==> src/rtl/dmem_ctrl_pkg.sv <==
// Shared types and width helpers for the data-memory access controller.
// Holds FSM/owner enums and the counter width function.
package dmem_ctrl_pkg;

  typedef enum logic [1:0] {
    IDLE,
    ACCESS,
    DONE
  } state_e;

  typedef enum logic {
    OWN_CPU,
    OWN_DBG
  } owner_e;

  // $clog2 with a floor of one bit so degenerate
  // parameters still yield a legal vector.
  function automatic int cw(input int n);
    return (n > 1) ? $clog2(n) : 1;
  endfunction

endpackage

==> src/rtl/dmem_arb_pick.sv <==
// CPU/debug arbiter with bounded debug starvation.
// Ports: clk_i, rst_n_i, cpu_req_i, dbg_req_i, grant_i (IDLE grant), dbg_win_o.
module dmem_arb_pick
  import dmem_ctrl_pkg::*;
#(
  parameter int STARVE_MAX = 4
) (
  input  logic clk_i,
  input  logic rst_n_i,
  input  logic cpu_req_i,
  input  logic dbg_req_i,
  input  logic grant_i,
  output logic dbg_win_o
);

  localparam int SW = cw(STARVE_MAX + 1);
  localparam logic [SW-1:0] SMAX = SW'(STARVE_MAX);

  logic [SW-1:0] starve_cnt;
  logic          starved;

  assign starved = (STARVE_MAX != 0) &&
                   (starve_cnt == SMAX);

  assign dbg_win_o = dbg_req_i &
                     (~cpu_req_i | starved);

  // Counts CPU grants taken while debug waited;
  // saturates so debug wins once it hits the cap.
  always_ff @(posedge clk_i or negedge rst_n_i) begin
    if (!rst_n_i) begin
      starve_cnt <= '0;
    end else if (grant_i) begin
      if (dbg_win_o) begin
        starve_cnt <= '0;
      end else if (dbg_req_i &&
                   starve_cnt != SMAX) begin
        starve_cnt <= starve_cnt + 1'b1;
      end
    end
  end

endmodule

==> src/rtl/dmem_access_ctrl.sv <==
// Fixed-latency Data_Memory sequencer shared by CPU MEM stage and debug port.
// Ports: cpu_*/dbg_* requesters, mem_* memory pins, busy_o; DMEM_ALIGN_CHECK_EN adds *_err_o.
module dmem_access_ctrl
  import dmem_ctrl_pkg::*;
#(
  parameter int AW         = 32,
  parameter int DW         = 32,
  parameter int MEM_LAT    = 2,
  parameter int STARVE_MAX = 4
) (
  input  logic          clk_i,
  input  logic          rst_n_i,
  input  logic          cpu_req_i,
  input  logic          cpu_we_i,
  input  logic [AW-1:0] cpu_addr_i,
  input  logic [DW-1:0] cpu_wdata_i,
  output logic [DW-1:0] cpu_rdata_o,
  output logic          cpu_done_o,
  output logic          cpu_stall_o,
  input  logic          dbg_req_i,
  input  logic          dbg_we_i,
  input  logic [AW-1:0] dbg_addr_i,
  input  logic [DW-1:0] dbg_wdata_i,
  output logic [DW-1:0] dbg_rdata_o,
  output logic          dbg_done_o,
`ifdef DMEM_ALIGN_CHECK_EN
  output logic          cpu_err_o,
  output logic          dbg_err_o,
`endif
  output logic [AW-1:0] mem_addr_o,
  output logic          mem_we_o,
  output logic [DW-1:0] mem_wdata_o,
  input  logic [DW-1:0] mem_rdata_i,
  output logic          busy_o
);

  localparam int CW = cw(MEM_LAT);

  state_e        state, state_n;
  owner_e        owner;
  logic          we_q;
  logic [AW-1:0] addr_q;
  logic [DW-1:0] wdata_q;
  logic [DW-1:0] rdata_q;
  logic [CW-1:0] cnt;

  logic          any_req, grant, dbg_win;
  logic          in_acc, last, done;
  logic          sel_we, bad;
  logic [AW-1:0] sel_addr;
  logic [DW-1:0] sel_wdata;

  assign any_req = cpu_req_i | dbg_req_i;
  assign grant   = (state == IDLE) & any_req;

  dmem_arb_pick #(
    .STARVE_MAX(STARVE_MAX)
  ) u_arb (
    .clk_i    (clk_i),
    .rst_n_i  (rst_n_i),
    .cpu_req_i(cpu_req_i),
    .dbg_req_i(dbg_req_i),
    .grant_i  (grant),
    .dbg_win_o(dbg_win)
  );

  assign sel_we    = dbg_win ? dbg_we_i : cpu_we_i;
  assign sel_addr  = dbg_win ? dbg_addr_i : cpu_addr_i;
  assign sel_wdata = dbg_win ? dbg_wdata_i : cpu_wdata_i;

`ifdef DMEM_ALIGN_CHECK_EN
  logic err_q;
  assign bad = sel_addr[1:0] != 2'b00;
`else
  assign bad = 1'b0;
`endif

  assign in_acc = state == ACCESS;
  assign last   = in_acc && (cnt == '0);
  assign done   = state == DONE;

  always_comb begin
    state_n = state;
    unique case (state)
      IDLE:
        if (any_req)
          state_n = bad ? DONE : ACCESS;
      ACCESS:
        if (last)
          state_n = DONE;
      DONE:
        state_n = IDLE;
      default:
        state_n = IDLE;
    endcase
  end

  always_ff @(posedge clk_i or negedge rst_n_i) begin
    if (!rst_n_i) begin
      state   <= IDLE;
      owner   <= OWN_CPU;
      we_q    <= 1'b0;
      addr_q  <= '0;
      wdata_q <= '0;
      rdata_q <= '0;
      cnt     <= '0;
`ifdef DMEM_ALIGN_CHECK_EN
      err_q   <= 1'b0;
`endif
    end else begin
      state <= state_n;
      if (grant) begin
        owner   <= dbg_win ? OWN_DBG : OWN_CPU;
        we_q    <= sel_we;
        addr_q  <= sel_addr;
        wdata_q <= sel_wdata;
        rdata_q <= '0;
        cnt     <= CW'(MEM_LAT - 1);
`ifdef DMEM_ALIGN_CHECK_EN
        err_q   <= bad;
`endif
      end else if (in_acc) begin
        if (last)
          rdata_q <= mem_rdata_i;
        else
          cnt <= cnt - 1'b1;
      end
    end
  end

  // Pins idle at zero outside ACCESS; the write
  // strobe fires only on the final access cycle.
  assign mem_addr_o  = in_acc ? addr_q : '0;
  assign mem_wdata_o = in_acc ? wdata_q : '0;
  assign mem_we_o    = last & we_q;

  assign cpu_done_o  = done & (owner == OWN_CPU);
  assign dbg_done_o  = done & (owner == OWN_DBG);
  assign cpu_rdata_o = cpu_done_o ? rdata_q : '0;
  assign dbg_rdata_o = dbg_done_o ? rdata_q : '0;

`ifdef DMEM_ALIGN_CHECK_EN
  assign cpu_err_o = cpu_done_o & err_q;
  assign dbg_err_o = dbg_done_o & err_q;
`endif

  // Gated by reset so every output reads 0 while
  // the controller is held in reset.
  assign cpu_stall_o = rst_n_i & cpu_req_i &
                       ~cpu_done_o;
  assign busy_o      = state != IDLE;

endmodule

==> config.mk <==
export PLATFORM = sky130hd
export DESIGN_NAME = dmem_access_ctrl
export DESIGN_NICKNAME = d
export VERILOG_FILES = /design/src/rtl/dmem_ctrl_pkg.sv /design/src/rtl/dmem_arb_pick.sv /design/src/rtl/dmem_access_ctrl.sv
export SDC_FILE = /design/constraint.sdc
export NUM_CORES = 1
export LEC_CHECK = 0
export CAP_MARGIN = 40
export CORE_AREA = 2 2 157 159
export DETAILED_ROUTE_END_ITERATION = 10
export DIE_AREA = 0 0 159 161
export SETUP_SLACK_MARGIN = 0.5
export SLEW_MARGIN = 20
export SYNTH_ARGS = -nofsm -noshare
export SYNTH_HDL_FRONTEND = slang
export SYNTH_SLANG_ARGS = --single-unit
==> constraint.sdc <==
create_clock -name clk_i -period 3.1 [get_ports clk_i]
set_clock_uncertainty 0.15 [all_clocks]
set_input_delay 0.775 -clock clk_i [delete_from_list [all_inputs] [get_ports clk_i]]
set_output_delay 0.775 -clock clk_i [all_outputs]
set_load 0.02 [all_outputs]
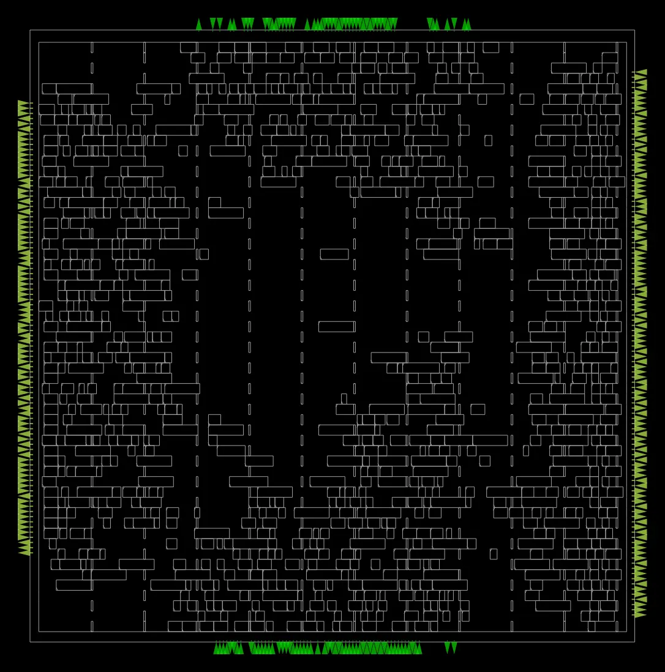
*Cell outlines without signal wires*
Core ar.: 24000 um^2
final non-filler cell total: 1223

==> deck_impl_summary.md <==
Run Summary

Logic synthesis
  – Post-Synth Simple-Gate Area: 28.0%
  – Yosys warnings: 0
  – Main logic family: simple AND/OR/NAND/NOR gates
  – FA/HA/MAJ Cells, Area Fraction: less than 1%
  – Post-synth EDFFs: 0
  – Mux share: 0.447%

Clock network
  – Clock Pin Slew Worst Setup and Hold Paths: 0.08 ns

Critical path
  – Cell Chain, Critical Path: and3b_2 -> buf_12 -> and2_1 -> clkdlybuf4s15_2
  – R2r startpoint: state[0]
  – Delay of the slowest critical-path stage: 0.44 ns
  – Cell type of the slowest stage on the worst timing path: dfrtp_2

Run status
  – Status: finished, final reports clean

Drt
  – Detailed Routing Iterations Pass 1: 4
  – Antenna-violating nets left: 0
  – Wl on met1: 9100 um

Job
  – Log Warnings: 31

Final timing
  – Hold_ws: 0.348 ns
  – Max Slew Vio Count: 0
  – RSZ-0062 raised after global routing: true
  – Tightest Pin Transition: about 0.75 ns
  – # setup viols final: 0

Finish
  – Top cells excl fill/tap: 162 x clkdlybuf4s50_1, 129 x and2_1, 102 x dfrtp_1, 69 x inv_1, 68 x buf_2
  – Layout cells sized above 1: 23.2%

Power and ir drop
  – PwrDens: 841 nW/um^2

Worst hold path
  – Min-delay src: u_arb.starve_cnt[2]

Global routing
  – Overflow after GRT: 0
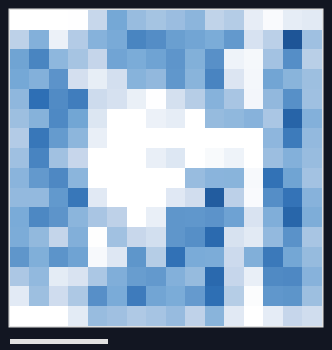
*Placement density heat map*
Bar = 50 um. 16 x 16 tiles, from white (low) to dark blue (high), 0 to 100% covered.
The fullest tile reaches 85%. The mean over all tiles is 35%. 14% of the tiles are nearly empty.

==> where the power goes <==
part | total (mW) | leakage (nW) | switching, mW | internal (mW)
logic | 4.47 | 2.65 | 2.50 | 1.97
registers | 2.28 | 1.30 | 0.321 | 1.96
clock network | 1.15 | 0.140 | 0.552 | 0.596
==> cell families (layout without fill, tap and decap cells) <==
| kind of cell | Yosys count | count (layout) |
|---|---|---|
| AOI/OAI and AO/OA | 104 | 104 |
| and+or+nand+nor | 273 | 273 |
| adders and majority gates | 2 | 2 |
| DFF | 104 | 104 |
| muxes | 2 | 2 |
| buffers and inverters | 138 | 414 |
==> critical path: cells and delay by family, from the launching register on <==
kind,cells,cell delay [ns]
buf+inv,2,0.43
flops,1,0.44
simple gates,2,0.48
==> synthesized netlist by cell type (all sizes together), types with 2 or more instances <==
cell | instances | area [um^2]
a22o | 33 | 289
and2 | 131 | 820
buf | 32 | 169
clkbuf | 37 | 139
dfrtp | 104 | 2600
ha | 2 | 25.0
inv | 69 | 259
mux2 | 2 | 26.3
nand3 | 65 | 325
nand4 | 66 | 413
nor2 | 3 | 13.8
nor3b | 3 | 38.8
o21ai | 2 | 10.0
o221ai | 65 | 682
==> sequential cells by signal, summed over array words and instances (netlist names) <==
name / flops
state: 2
cnt: 1
addr_q: 32
we_q: 1
u_arb.starve_cnt: 3
owner: 1
wdata_q: 32
rdata_q: 32
==> repair_timing <==
| action | in CTS | in global routing |
|---|---|---|
| pin swaps | 1 | 0 |
| cloned | 2 | 1 |
| setup buffers | 7 | 1 |
| resized | 426 | 69 |
| endpoints found under the hold margin | 0 | 0 |
| endpoints found under the setup margin | 152 | 92 |
==> metal layers <==
metal  global-route usage (%)  vias to the layer above
li1                         -                     2777
met1                     20.4                     2752
met2                     27.9                      248
met3                     5.39                       25
met4                     4.09                        0
met5                        0                        -
==> metrics by stage <==
step | setup WS, ns | setup TNS [ns]
finish | 0.471 | 0
global route | 0.408 | 0
CTS | 0.440 | 0
detailed placement | -0.0221 | -0.0221
global placement | -0.0285 | -0.0285
floorplan | 0.782 | 0
==> how the worst max path moves through the flow <==
stage	to	slack, ns	cells past startpoint
after floorplan	cpu_rdata_o[23]	0.78	3
final	dbg_rdata_o[5]	0.47	4
after global routing	cpu_rdata_o[11]	0.41	5
after detailed placement	cpu_stall_o	-0.02	4
after global placement	cpu_stall_o	-0.03	4
after CTS	mem_addr_o[29]	0.44	5
==> layout make-up <==
| type | count | area [um^2] |
|---|---|---|
| clock buffer | 13 | 260 |
| inverter | 69 | 259 |
| sequential | 104 | 2610 |
| clock inverter | 3 | 26.3 |
| multi-input combinational | 381 | 2730 |
| fill | 2511 | 14600 |
| tap | 324 | 405 |
| timing repair buffer | 329 | 3100 |
Power and IR drop assume default switching activity.
